Run 1, wiring by layer:
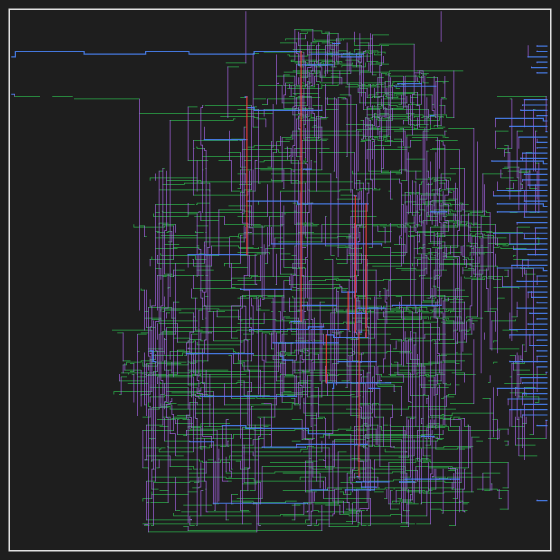
Run 1, routed metal per tile:
27 x 27 tiles, from black (low) to pale yellow (high), scaled to the fullest tile. Values are wire area over tile area, all layers added.
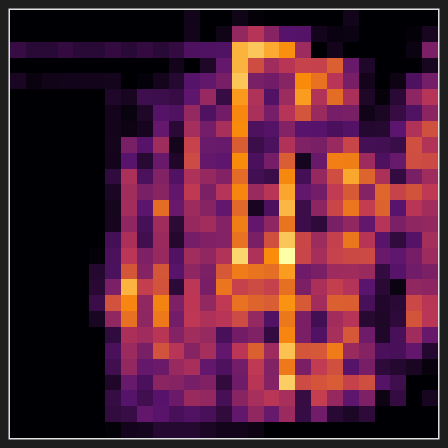
Run 1, placement by cell class:
Bar = 50 um. Fill, decap, tap and diode cells in grey.
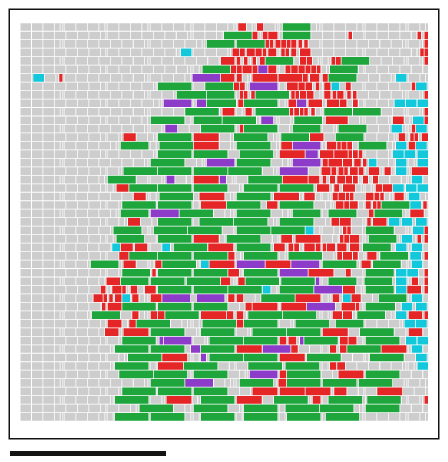
**config.mk**
```make
export PLATFORM = sky130hd
export DESIGN_NAME = uart_rx_wb_slave
export DESIGN_NICKNAME = d
export VERILOG_FILES = /design/src/rtl/uart_rx_wb_slave.sv
export SDC_FILE = /design/constraint.sdc
export NUM_CORES = 1
export LEC_CHECK = 0
export CAP_MARGIN = 25
export CORE_MARGIN = 3
export CORE_UTILIZATION = 45
export CTS_CLUSTER_DIAMETER = 150
export DETAILED_ROUTE_END_ITERATION = 12
export PLACE_DENSITY = 0.77
export SLEW_MARGIN = 5
export SYNTH_ARGS = -nofsm -noshare
export SYNTH_HDL_FRONTEND = slang
export SYNTH_SLANG_ARGS = --single-unit
export TNS_END_PERCENT = 100
```
**constraint.sdc**
```tcl
create_clock -name clk_i -period 3.45 [get_ports clk_i]
set_input_delay 0.345 -clock clk_i [delete_from_list [all_inputs] [get_ports clk_i]]
set_output_delay 0.345 -clock clk_i [all_outputs]
set_load 0.02 [all_outputs]
```
**src/rtl/uart_rx_wb_slave.sv**
```systemverilog
// UART 8N1 receiver with RX FIFO, exposed through a Wishbone B4 classic slave.
// Bus outputs are zero unless this slave is acknowledging, so they can be OR-combined.
module uart_rx_wb_slave #(
    parameter int          CLK_FREQ_HZ = 50000000,
    parameter int          BAUD        = 115200,
    parameter int          FIFO_DEPTH  = 16,
    parameter logic [31:0] BASE_ADDR   = 32'h0000_2000
) (
    input  logic        clk_i,
    input  logic        rst_i,
    input  logic [31:0] addr_i,
    input  logic [31:0] dat_i,
    output logic [31:0] dat_o,
    input  logic        we_i,
    input  logic [3:0]  sel_i,
    input  logic        cyc_i,
    input  logic        stb_i,
    output logic        ack_o,
    output logic        err_o,
    output logic        rty_o,
    input  logic        uart_rx
);

    localparam int CLKS_PER_BIT = CLK_FREQ_HZ / BAUD;
    localparam int CNT_W        = (CLKS_PER_BIT > 1) ? $clog2(CLKS_PER_BIT) : 1;
    localparam int AW           = $clog2(FIFO_DEPTH);

    localparam logic [CNT_W-1:0] MID_CNT  = CNT_W'(CLKS_PER_BIT / 2);
    localparam logic [CNT_W-1:0] LAST_CNT = CNT_W'(CLKS_PER_BIT - 1);
    localparam logic [AW:0]      FULL_CNT = (AW+1)'(FIFO_DEPTH);

    localparam logic [2:0] S_IDLE  = 3'd0;
    localparam logic [2:0] S_START = 3'd1;
    localparam logic [2:0] S_DATA  = 3'd2;
    localparam logic [2:0] S_STOP  = 3'd3;
    localparam logic [2:0] S_BREAK = 3'd4;

    // ------------------------------------------------------------------
    // RX synchroniser and bit-level FSM
    // ------------------------------------------------------------------
    logic             rx_meta;
    logic             rx_s;
    logic [2:0]       state;
    logic [CNT_W-1:0] bit_cnt;
    logic [2:0]       bit_idx;
    logic [7:0]       shreg;

    // NOTE: sequential state uses non-blocking assignments only, so every flop
    // samples pre-edge values regardless of block ordering.
    always_ff @(posedge clk_i or posedge rst_i) begin
        if (rst_i) begin
            rx_meta <= 1'b1;
            rx_s    <= 1'b1;
        end else begin
            rx_meta <= uart_rx;
            rx_s    <= rx_meta;
        end
    end

    always_ff @(posedge clk_i or posedge rst_i) begin
        if (rst_i) begin
            state   <= S_IDLE;
            bit_cnt <= '0;
            bit_idx <= '0;
            shreg   <= '0;
        end else begin
            case (state)
                S_IDLE: begin
                    bit_cnt <= '0;
                    if (!rx_s) state <= S_START;
                end
                S_START: begin
                    if (bit_cnt == MID_CNT) begin
                        bit_cnt <= '0;
                        bit_idx <= '0;
                        state   <= rx_s ? S_IDLE : S_DATA;
                    end else begin
                        bit_cnt <= bit_cnt + 1'b1;
                    end
                end
                S_DATA: begin
                    if (bit_cnt == LAST_CNT) begin
                        bit_cnt <= '0;
                        shreg   <= {rx_s, shreg[7:1]};
                        bit_idx <= bit_idx + 1'b1;
                        if (bit_idx == 3'd7) state <= S_STOP;
                    end else begin
                        bit_cnt <= bit_cnt + 1'b1;
                    end
                end
                S_STOP: begin
                    if (bit_cnt == LAST_CNT) begin
                        bit_cnt <= '0;
                        state   <= rx_s ? S_IDLE : S_BREAK;
                    end else begin
                        bit_cnt <= bit_cnt + 1'b1;
                    end
                end
                S_BREAK: begin
                    if (rx_s) state <= S_IDLE;
                end
                default: state <= S_IDLE;
            endcase
        end
    end

    logic stop_hit;
    logic push_req;
    logic frame_bad;
    assign stop_hit  = (state == S_STOP) && (bit_cnt == LAST_CNT);
    assign push_req  = stop_hit & rx_s;
    assign frame_bad = stop_hit & ~rx_s;

    // ------------------------------------------------------------------
    // Wishbone decode
    // ------------------------------------------------------------------
    logic       hit;
    logic       acc;
    logic       legal;
    logic [1:0] reg_sel;

    assign reg_sel = addr_i[3:2];
    assign hit     = cyc_i & stb_i & (addr_i[31:4] == BASE_ADDR[31:4]);
    assign acc     = hit & ~ack_o & ~err_o;
    assign legal   = ((reg_sel == 2'd0) & ~we_i) | (reg_sel == 2'd1);

    // ------------------------------------------------------------------
    // FIFO and sticky flags
    // ------------------------------------------------------------------
    logic [7:0]  mem [FIFO_DEPTH];
    logic [AW-1:0] wr_ptr;
    logic [AW-1:0] rd_ptr;
    logic [AW:0]   count;
    logic          empty;
    logic          full;
    logic          pop;
    logic          push;
    logic          ovr_set;
    logic          overrun;
    logic          framing_err;
    logic          clr_ovr;
    logic          clr_frm;

    assign empty   = (count == '0);
    assign full    = (count == FULL_CNT);
    assign pop     = acc & (reg_sel == 2'd0) & ~we_i & ~empty;
    // A full FIFO still accepts a byte when a pop frees a slot in the same cycle.
    assign push    = push_req & (~full | pop);
    assign ovr_set = push_req & full & ~pop;
    assign clr_ovr = acc & (reg_sel == 2'd1) & we_i & dat_i[2];
    assign clr_frm = acc & (reg_sel == 2'd1) & we_i & dat_i[3];

    // NOTE: the storage array has no reset; count/pointers define validity,
    // which keeps it mappable to plain RAM.
    always_ff @(posedge clk_i) begin
        if (push) mem[wr_ptr] <= shreg;
    end

    always_ff @(posedge clk_i or posedge rst_i) begin
        if (rst_i) begin
            wr_ptr      <= '0;
            rd_ptr      <= '0;
            count       <= '0;
            overrun     <= 1'b0;
            framing_err <= 1'b0;
        end else begin
            if (push) wr_ptr <= wr_ptr + 1'b1;
            if (pop)  rd_ptr <= rd_ptr + 1'b1;
            case ({push, pop})
                2'b10:   count <= count + 1'b1;
                2'b01:   count <= count - 1'b1;
                default: count <= count;
            endcase
            overrun     <= (overrun & ~clr_ovr) | ovr_set;
            framing_err <= (framing_err & ~clr_frm) | frame_bad;
        end
    end

    // ------------------------------------------------------------------
    // Read mux and registered response
    // ------------------------------------------------------------------
    logic [8:0]  count_ext;
    logic [31:0] status;
    logic [31:0] rd_data;

    assign count_ext = 9'(count);
    assign status    = {19'd0, count_ext, framing_err, overrun, full, ~empty};

    always_comb begin
        rd_data = '0;
        case (reg_sel)
            2'd0:    rd_data = empty ? 32'd0 : {24'd0, mem[rd_ptr]};
            2'd1:    rd_data = status;
            default: rd_data = '0;
        endcase
    end

    always_ff @(posedge clk_i or posedge rst_i) begin
        if (rst_i) begin
            ack_o <= 1'b0;
            err_o <= 1'b0;
            dat_o <= '0;
        end else begin
            ack_o <= acc & legal;
            err_o <= acc & ~legal;
            dat_o <= (acc & legal & ~we_i) ? rd_data : 32'd0;
        end
    end

    assign rty_o = 1'b0;

    logic unused_bits;
    assign unused_bits = ^{sel_i, dat_i[31:4], dat_i[1:0], addr_i[1:0]};

endmodule

```
==> summary.txt, run 1 <==
The run has ended; figures from its reports follow.

The fmax is between 0.3 and 0.4 GHz. The post-route setup TNS came out at 0 ns. According to the CTS report, the clock sink count is ~180.

The number of cells on the worst reg-to-reg path is 11. The total cell area at the placement stage is 0.008397 mm2. The wire length of the first global-routing pass is between 20000 and 25000 um. The share of cells above drive strength 1 is between 15 and 20%. Data on the critical path is required at its endpoint by 3.76 ns. The highest signal layer in the routed design is met4. The start point of the worst min-delay path is uart_rx. Yosys attributes the largest share of cell area to edfxtp_1, dfrtp_1, mux4_2. The OpenROAD warning count came out at 66.

The count of cell types in the netlist is around 55. The iteration count of the initial detailed-routing pass is 5. The final hold slack came out at 0.3480 ns.

The number of nets with antenna violations after routing is 0. The leakage power came out at ~3.6 nW. Per the log, the first TritonRoute iteration ended with a DRC count of 377.

The capturing element type of the critical path is a flip-flop. For this design, Yosys synthesis ends with a cell count of 493. The total number of yosys warnings is 0. The average via count per standard cell is 5.566. The arithmetic-cell share of the synthesized area counting full adders, half adders and majority gates came out at 2.191%. The xor and xnor fraction of the mapped netlist area is 0.9021%.

Looking at the post-CTS report, the setup buffer insertion count equals 0. The top flip-flop cell by instance count after synthesis is edfxtp_1. The final HPWL from detailed placement came out at approximately 10000 um. The transition at the pin with the smallest max-transition slack came out at 0.9283 ns.

For the completed layout, the total cell area is recorded as 0.008971 mm2. The worst-case max-slew headroom was logged as 38.11%. Of all flip-flops after synthesis, the portion carrying an async set or reset was 28.49%. The register-to-register setup slack came out at 0.37 ns. Hold repair after CTS inserted 0 buffers.

The number of cell rows came out at 47. The final weighted congestion recorded by global placement is about 0.8. The script logs the mean routed wire length per placed instance as 19.58 um. Of all cell types, the one taking the most synthesized area is edfxtp_1. For reference, the mux area share after synthesis is 12.19%. Synthesis produced a netlist whose cell count is 493. Per the post-CTS timing run, clock transition at the registers of the reported paths is 0.07 ns. The number of stages on the worst hold path is 1. The root buffer cell chosen for the clock tree is clkbuf_16. The fraction of the mapped netlist area in simple logic gates came out at a little under a tenth. The routed length on met1 came out at 6206 um. In this run the biggest area consumer among cell types represents a little under 50% of the synthesized area.

The count of endpoints failing hold in the final timing report is 0. By area, the combinational part of the netlist is dominated by multiplexers. The number of synthesized register bits came out at 179. Per the cell usage report, the commonest logic cells after layout are edfxtp_1, dfrtp_1, clkdlybuf4s50_1, mux4_2.

The longest clock path from root to sink contains 2 buffers. The min-delay analysis places its worst path in the category in -> reg. The chip area is 0.01887 mm2. The number of nets in the layout came out at roughly 630. The wire length on met2 came out at 7818 um. The H-tree depth came out at 4. The areal power density over the cells came out at 471.8 mW/mm2. The effective utilization at floorplan is 46.35%. The proportion of synthesized chip area in sequential cells is between 60% and 70%. The flow ran to the end, and the final reports show no timing, DRC or antenna violations.

Entering global routing, the biggest net connects 41 pins. The maximum fanout encountered on the critical timing path is 7. In this run the standard cell core region covers between 0.015 and 0.02 mm2. The I/O pin count came out at between 100 and 150.

Dividing the synthesized area by the synthesized cell count gives 15.76 um2. Subtracting the final worst setup slack from the clock period gives 3.082 ns. The clock tree skew after final layout came out at 0.01025 ns. The netlist area before placement came out at 0.007767 mm2.

The post-synth count of flops with an enable pin is ~130. Setup repair after global routing left no endpoint under its margin. The via count came out at 4336.

The final antenna diode tally reported by the flow is 0. The initial antenna violation count is 0. The synthesis-to-finish area growth is 15.50%. The final timing report lists a max-slew violation count of 0.

For this run, design rule violations remaining after detail routing come to 0. The number of maximum-capacitance violations recorded for the run is 0. The vertical die size is 137.4 um.

The clock latency on the worst-skew pair came out at 0.42 ns. The top logic cell by instance count in the layout is edfxtp_1. The global routing usage summed across all routing layers is 16.99%. The end point of the most critical hold path is rx_meta. The CTS report gives the tree buffer count as 17. The end of the worst register-to-register path is count[4]. The worst setup path is of the reg -> reg kind. The number of global-route vias before repair is 4299. The detailed router reports a met3 wire length of 992 um.

The count of instances resized after the clock tree is built is 0. The share of synthesized cell area in and-or and or-and compound cells is roughly 5%. The maximum vdd ir drop is 0.3529 mV.

The synthesized netlist has a Yosys-reported chip area of between 0.007 and 0.008 mm2. STA classifies the critical path startpoint as a flip-flop. The source of the worst register-to-register timing path is count[0]. According to the timing report, the arrival time at the worst endpoint equals 3.40 ns. The leftover overflow at the end of global routing is 0.

The quantity of I/O buffers inserted on ports came out at 48. The final tally of setup violations is 0. The total routed wirelength is between 15000 and 20000 um. Per the OpenROAD floorplan log, the width of the die is 137.4 um. TritonCTS built the clock tree. The final critical-path share of the clock period came out at 89.35%.
Back to the opening pictures, 'wiring by layer':
legend:
  met1:
    colour: green
    wire_length: 6210 um
  met4:
    colour: red
    wire_length: 236 um
  met2:
    colour: purple
    wire_length: 7820 um
  met3:
    colour: blue
    wire_length: 993 um

Back to the opening pictures, 'routed metal per tile':
nearly empty tiles: 29%
tiles over half the peak: 16%
mean over tiles: 0.13
fullest tile: 0.52

Back to the opening pictures, 'placement by cell class':
legend:
  all other logic:
    colour: red
    cells: 291
  clock drivers and dummy loads:
    colour: purple
    cells: 32
  other buffers and delay cells:
    colour: cyan
    cells: 57
  flip-flops:
    colour: green
    cells: 179

## run 1: worst max-delay path, stage by stage (launching register included)
cell,delay [ns]
dfrtp_1,0.48
or4_1,0.55
o211ai_1,0.31
nor3_2,0.07
nand2_1,0.11
inv_1,0.14
fa_1,0.43
nand3_1,0.10
nand2_1,0.07
or4_4,0.42
o311a_1,0.14
a21o_1,0.15
## run 1: report_power, final
group          total [mW]  internal [mW]  switching (mW)
logic              0.0893         0.0417          0.0476
registers            2.28           2.28         0.00144
clock network        1.86           1.03           0.828
## run 1: state kept, by name, summed over array words and instances, names as in the netlist
register     cells
mem            128
bit_cnt          9
dat_o            9
shreg            8
count            5
rd_ptr           4
wr_ptr           4
bit_idx          3
state            3
ack_o            1
err_o            1
framing_err      1
overrun          1
rx_meta          1
rx_s             1
## run 1: synthesized netlist by cell type (all sizes together), types with 3 or more instances
| cell | number |
|---|---|
| nand4 | 5 |
| or4 | 3 |
| o21ai | 23 |
| mux2i | 8 |
| nand3 | 8 |
| nor2b | 12 |
| a21o | 3 |
| a22o | 6 |
| a21oi | 15 |
| mux4 | 33 |
| nand2 | 24 |
| buf | 35 |
| nand2b | 6 |
| dfrtp | 49 |
| nor3 | 5 |
| inv | 9 |
| nand4b | 3 |
| a211oi | 7 |
| mux2 | 11 |
| clkbuf | 11 |
| nor4 | 11 |
| ha | 12 |
| and3 | 14 |
| nor2 | 17 |
| edfxtp | 128 |
| xnor2 | 6 |
## run 1: per-layer routing
metal	vias to the layer above	track usage, %
li1	1967	-
met1	2190	21.84
met2	161	28.85
met3	18	3.543
met4	0	5.710
met5	-	0
## run 1: cell type report
type / instances / area, um2
sequential: 179 / 5124
fill: 1286 / 7789
tap: 220 / 275.3
inverter: 9 / 33.78
clock inverter: 10 / 87.58
timing repair buffer: 57 / 548.0
multi-input combinational: 282 / 2416
clock buffer: 22 / 486.7
## run 1: metrics by stage
step | worst slack [ns] | util [%] | std cells | power (mW)
2_1_floorplan | 0.5506 | - | 516 | 2.388
3_3_place_gp | 0.2119 | 50.10 | 747 | 2.419
3_5_place_dp | 0.1749 | 50.10 | 747 | 2.420
4_1_cts | 0.3697 | 53.53 | 779 | 4.261
5_1_grt | 0.1292 | 53.53 | 779 | 4.355
6_report | 0.3675 | 53.53 | 779 | 4.233
## run 1: how the worst max path moves through the flow
stage          slack (ns)        from  endpoint  depth (start not counted)
2_1_floorplan        0.55    count[1]  count[4]                         11
3_3_place_gp         0.21  addr_i[26]  count[4]                         12
3_5_place_dp         0.17  addr_i[26]  count[4]                         12
4_1_cts              0.37    count[0]  count[4]                         11
5_1_grt              0.13    count[0]  count[4]                         11
6_report             0.37    count[0]  count[4]                         11
## run 1: logic make-up after synthesis
logic type,count (synthesis)
adder cells (fa/ha/maj),13
AND/OR/NAND/NOR,121
AND-OR/OR-AND,64
other,1
multiplexers,52
buffers and inverters,55
XOR/XNOR,8
flip-flops,179
==> run 2: changes to the inputs <==
--- a/config.mk
+++ b/config.mk
@@ -10,6 +10,7 @@
 export CORE_UTILIZATION = 45
 export CTS_CLUSTER_DIAMETER = 150
 export DETAILED_ROUTE_END_ITERATION = 12
+export GPL_ROUTABILITY_DRIVEN = 0
 export PLACE_DENSITY = 0.77
 export SLEW_MARGIN = 5
 export SYNTH_ARGS = -nofsm -noshare
Run 2, wiring by layer:
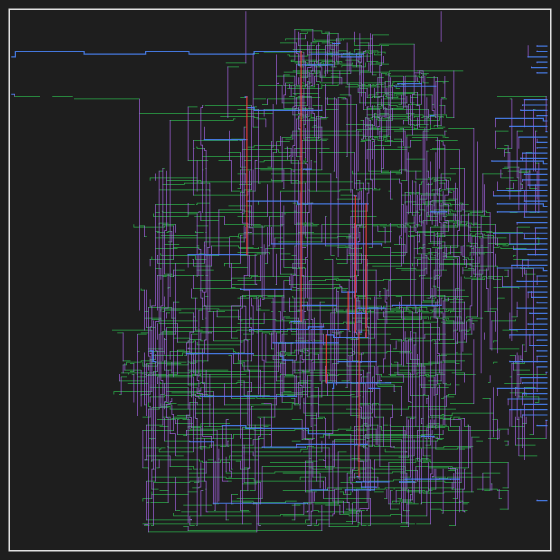
legend:
  met3:
    colour: blue
    wire_length: 993 um
  met4:
    colour: red
    wire_length: 236 um
  met1:
    colour: green
    wire_length: 6210 um
  met2:
    colour: purple
    wire_length: 7820 um

Run 2, M1 wires:
Supply wires on this layer in grey.
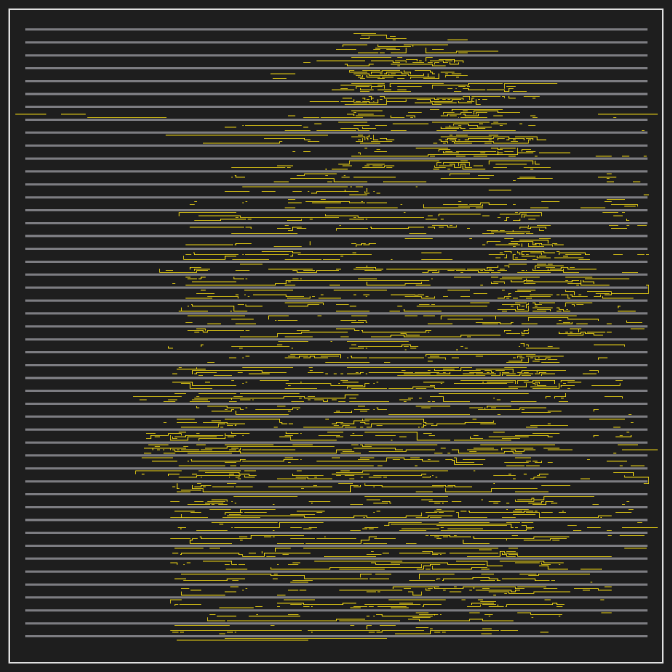
share of all routed wire: 41%
main direction: horizontal
wire length on this layer: 6210 um
longest straight run: 40.9 um
Total Wirelength: 15250 um
grt met1 use: 21.84%

==> summary.txt, run 2 <==
The run has ended; figures from its reports follow.

The count of flip-flops with a built-in enable after synthesis is 128 (unchanged). The core outline area was 0.01676 mm2 (unchanged). The post-route setup TNS came out at 0 ns (unchanged). The capturing element type of the critical path is a flip-flop. The flow ran to the end, and the final reports show no timing, DRC or antenna violations. The critical path data arrival time was 3.40 ns (about the same). The count of clock tree sinks was 179 (unchanged).

The length in cells of the worst reg-to-reg path came out at 11 (unchanged). The initial antenna violation count came out at 0 (unchanged). The source of the worst register-to-register timing path is count[0]. The root buffer cell chosen for the clock tree is clkbuf_16. The H-tree depth came out at 4 (unchanged). In this design, the critical path's most frequently occurring cell is nand2_1. The final tally of setup violations came to 0 (unchanged). The critical path buffer and inverter count is 1 (unchanged). The leftover overflow at the end of global routing came out at 0 (unchanged). The final instance count without filler cells is 779 (unchanged). Leaving out fill and tap cells, the most frequent cells in the layout are edfxtp_1, dfrtp_1, clkdlybuf4s50_1, mux4_2. The clock tree skew after final layout came out at 0.01025 ns (unchanged). The leakage power is 3.621 nW (unchanged). The number of stages on the worst hold path came out at 1 (unchanged).

The cell count after placement came out at 747 (unchanged). The number of buffers inserted to repair setup after CTS came out at 0 (unchanged). The post-route standard cell area excluding fillers is 0.008971 mm2 (unchanged). The iteration count of the initial detailed-routing pass came out at 5 (unchanged). The netlist area before placement is 0.007767 mm2 (unchanged). The transition at the pin with the smallest max-transition slack is 0.9283 ns (unchanged). Grouping stages by cell kind, the critical path spends the most delay in simple AND/OR/NAND/NOR gates.

The yosys synthesis chip area came out at 0.007767 mm2 (unchanged). The max-slew headroom at the worst pin was 38.11% (unchanged). The quantity of I/O buffers inserted on ports came out at 48 (unchanged). For reference, the top cells by count after synthesis are edfxtp_1, dfrtp_1, mux4_2, buf_4, nand2_1.

The largest individual stage delay along the critical path comes from the cell or4_1. The delay contributed by the slowest stage of the critical path came out at 0.55 ns (about the same). The maximum fanout encountered on the critical timing path was 7 (unchanged). The OpenROAD warning count is 66 (unchanged). The total DRC errors in the routed layout came out at 0 (unchanged). The wire length of the first global-routing pass is 23750 um (unchanged). The number of cell rows came out at 47 (unchanged).

The library cell used most frequently in the layout, excluding fill and tap cells, is edfxtp_1. The via count is 4336 (unchanged). The flip-flop count of the largest register, all copies and words added is 128 (unchanged). The path type of the worst setup path is reg -> reg. The mean area per synthesized cell is 15.76 um2 (unchanged). The number of nets in the layout came to 633 (unchanged). The end point of the most critical hold path is rx_meta. The area share of the largest cell type after synthesis is 49.48% (unchanged). In the final layout, the registers with the most flip-flops are mem: 128 flops, bit_cnt: 9 flops, dat_o: 9 flops.

Setup repair after global routing left no endpoint under its margin. The vertical die size came to 137.4 um (unchanged). The total number of yosys warnings is 0 (unchanged).

The top flip-flop cell by instance count after synthesis is edfxtp_1. The number of diodes added for antenna fixing is 0 (unchanged). The filler cell count in the final layout is 1286 (unchanged). The I/O pin count is 109 (unchanged).

The number of nets with antenna violations after routing came to 0 (unchanged). The endpoint required time on the critical path is 3.76 ns (about the same). The fraction of registers with async set/reset came out at 28.49% (unchanged). The width of the die is 137.4 um (unchanged).

The clock tree buffer depth is 2 (unchanged). The effective utilization at floorplan came out at 46.35% (unchanged). The main area contributors are edfxtp_1, dfrtp_1, mux4_2. The number of buffers created by CTS came to 17 (unchanged). The register-to-register setup slack came out at 0.37 ns (about the same). The number of synthesized register bits came out at 179 (unchanged). The path class of the tightest hold or removal check is in -> reg. The total of hold buffers inserted after clock tree synthesis is 0 (unchanged). The number of cell instances after yosys synthesis came out at 493 (unchanged). The cell type with the highest aggregate area in the netlist is edfxtp_1.

The count of endpoints failing hold in the final timing report was 0 (unchanged). The final critical-path share of the clock period is 89.35% (unchanged). The most numerous cell in the Yosys netlist is edfxtp_1. The average via count per standard cell is 5.566 (unchanged). The proportion of synthesized chip area in sequential cells came out at 65.95% (unchanged). The count of cell types in the netlist came out at 55 (unchanged). The post-synthesis cell count was 493 (unchanged).

STA classifies the critical path startpoint as a flip-flop. The maximum vdd ir drop is 0.3529 mV (unchanged). The number of DRC markers after the initial detailed-route iteration came out at 377 (unchanged). TritonCTS built the clock tree. The number of global-route vias before repair came to 4299 (unchanged). The global routing usage summed across all routing layers came out at 16.99% (unchanged). The share of cells above drive strength 1 is 17.17% (unchanged). The clock transition at the registers of the reported paths came out at 0.07 ns (about the same). The chip area came out at 0.01887 mm2 (unchanged). The count of instances resized after the clock tree is built came out at 0 (unchanged).

The clock period minus final worst setup slack came out at 3.082 ns (unchanged). The largest register by flop count is mem. The max-cap check violation count is 0 (unchanged). The final HPWL from detailed placement came out at 9966 um (unchanged). The maximum number of pins on one net before global-route repair is 41 (unchanged). The areal power density over the cells came out at 471.8 mW/mm2 (unchanged).
[run 2: area by class of cell]
type / instances / area [um2] / share of cell area (%)
multi-input combinational: 282 / 2416 / 26.93
inverter: 9 / 33.78 / 0.3766
timing repair buffer: 57 / 548.0 / 6.109
sequential: 179 / 5124 / 57.11
clock buffer: 22 / 486.7 / 5.425
tap: 220 / 275.3 / 3.068
clock inverter: 10 / 87.58 / 0.9763
[run 2: worst max-delay path by stage]
stage | from | endpoint | cells past startpoint
finish | count[0] | count[4] | 11
floorplan | count[1] | count[4] | 11
global placement | addr_i[26] | count[4] | 12
detailed placement | addr_i[26] | count[4] | 12
CTS | count[0] | count[4] | 11
global route | count[0] | count[4] | 11
[run 2: kinds of logic (layout without fill, tap and decap cells)]
family / Yosys count / in the layout / synth area share [%]
adders and majority gates: 13 / 13 / 2.191
muxes: 52 / 52 / 12.19
xor gates and xnor gates: 8 / 8 / 0.9021
buffers and inverters: 55 / 98 / 4.059
other: 1 / 24 / 0.04828
DFF: 179 / 179 / 65.95
AOI/OAI and AO/OA: 64 / 64 / 5.138
and+or+nand+nor: 121 / 121 / 9.520
[run 2: worst register-to-register path: cells and delay by family (launching register included)]
family                     cells  cell delay (ns)
buffers and inverters          1             0.14
AOI/OAI and AO/OA              3             0.60
DFF                            1             0.48
and+or+nand+nor                6             1.32
adders and majority gates      1             0.43
[run 2: layer usage]
metal | part of all wire [%] | vias to the layer above | GRT usage (%) | wire (um)
met5 | 0 | - | 0 | 0
li1 | - | 1967 | - | -
met2 | 51 | 161 | 28.85 | 7818
met1 | 41 | 2190 | 21.84 | 6206
met3 | 6.5 | 18 | 3.543 | 992
met4 | 1.5 | 0 | 5.710 | 235
[run 2: per-stage QoR]
step,hold WS [ns],utilization (%),setup WS (ns),power (mW)
final,0.3480,53.53,0.3675,4.233
after floorplan,0.3452,-,0.5506,2.388
after global placement,0.3463,50.10,0.2119,2.419
after CTS,0.3395,53.53,0.3697,4.261
after detailed placement,0.3484,50.10,0.1749,2.420
after global routing,0.3427,53.53,0.1292,4.355
[run 2: where the power goes]
group          internal, mW  leakage [nW]  total [mW]  switching (mW)
Clock                  1.03         0.282        1.86           0.828
Sequential             2.28          2.16        2.28         0.00144
Combinational        0.0417          1.18      0.0893          0.0476
Power figures rest on the tool's default switching activity, not on a simulated workload.
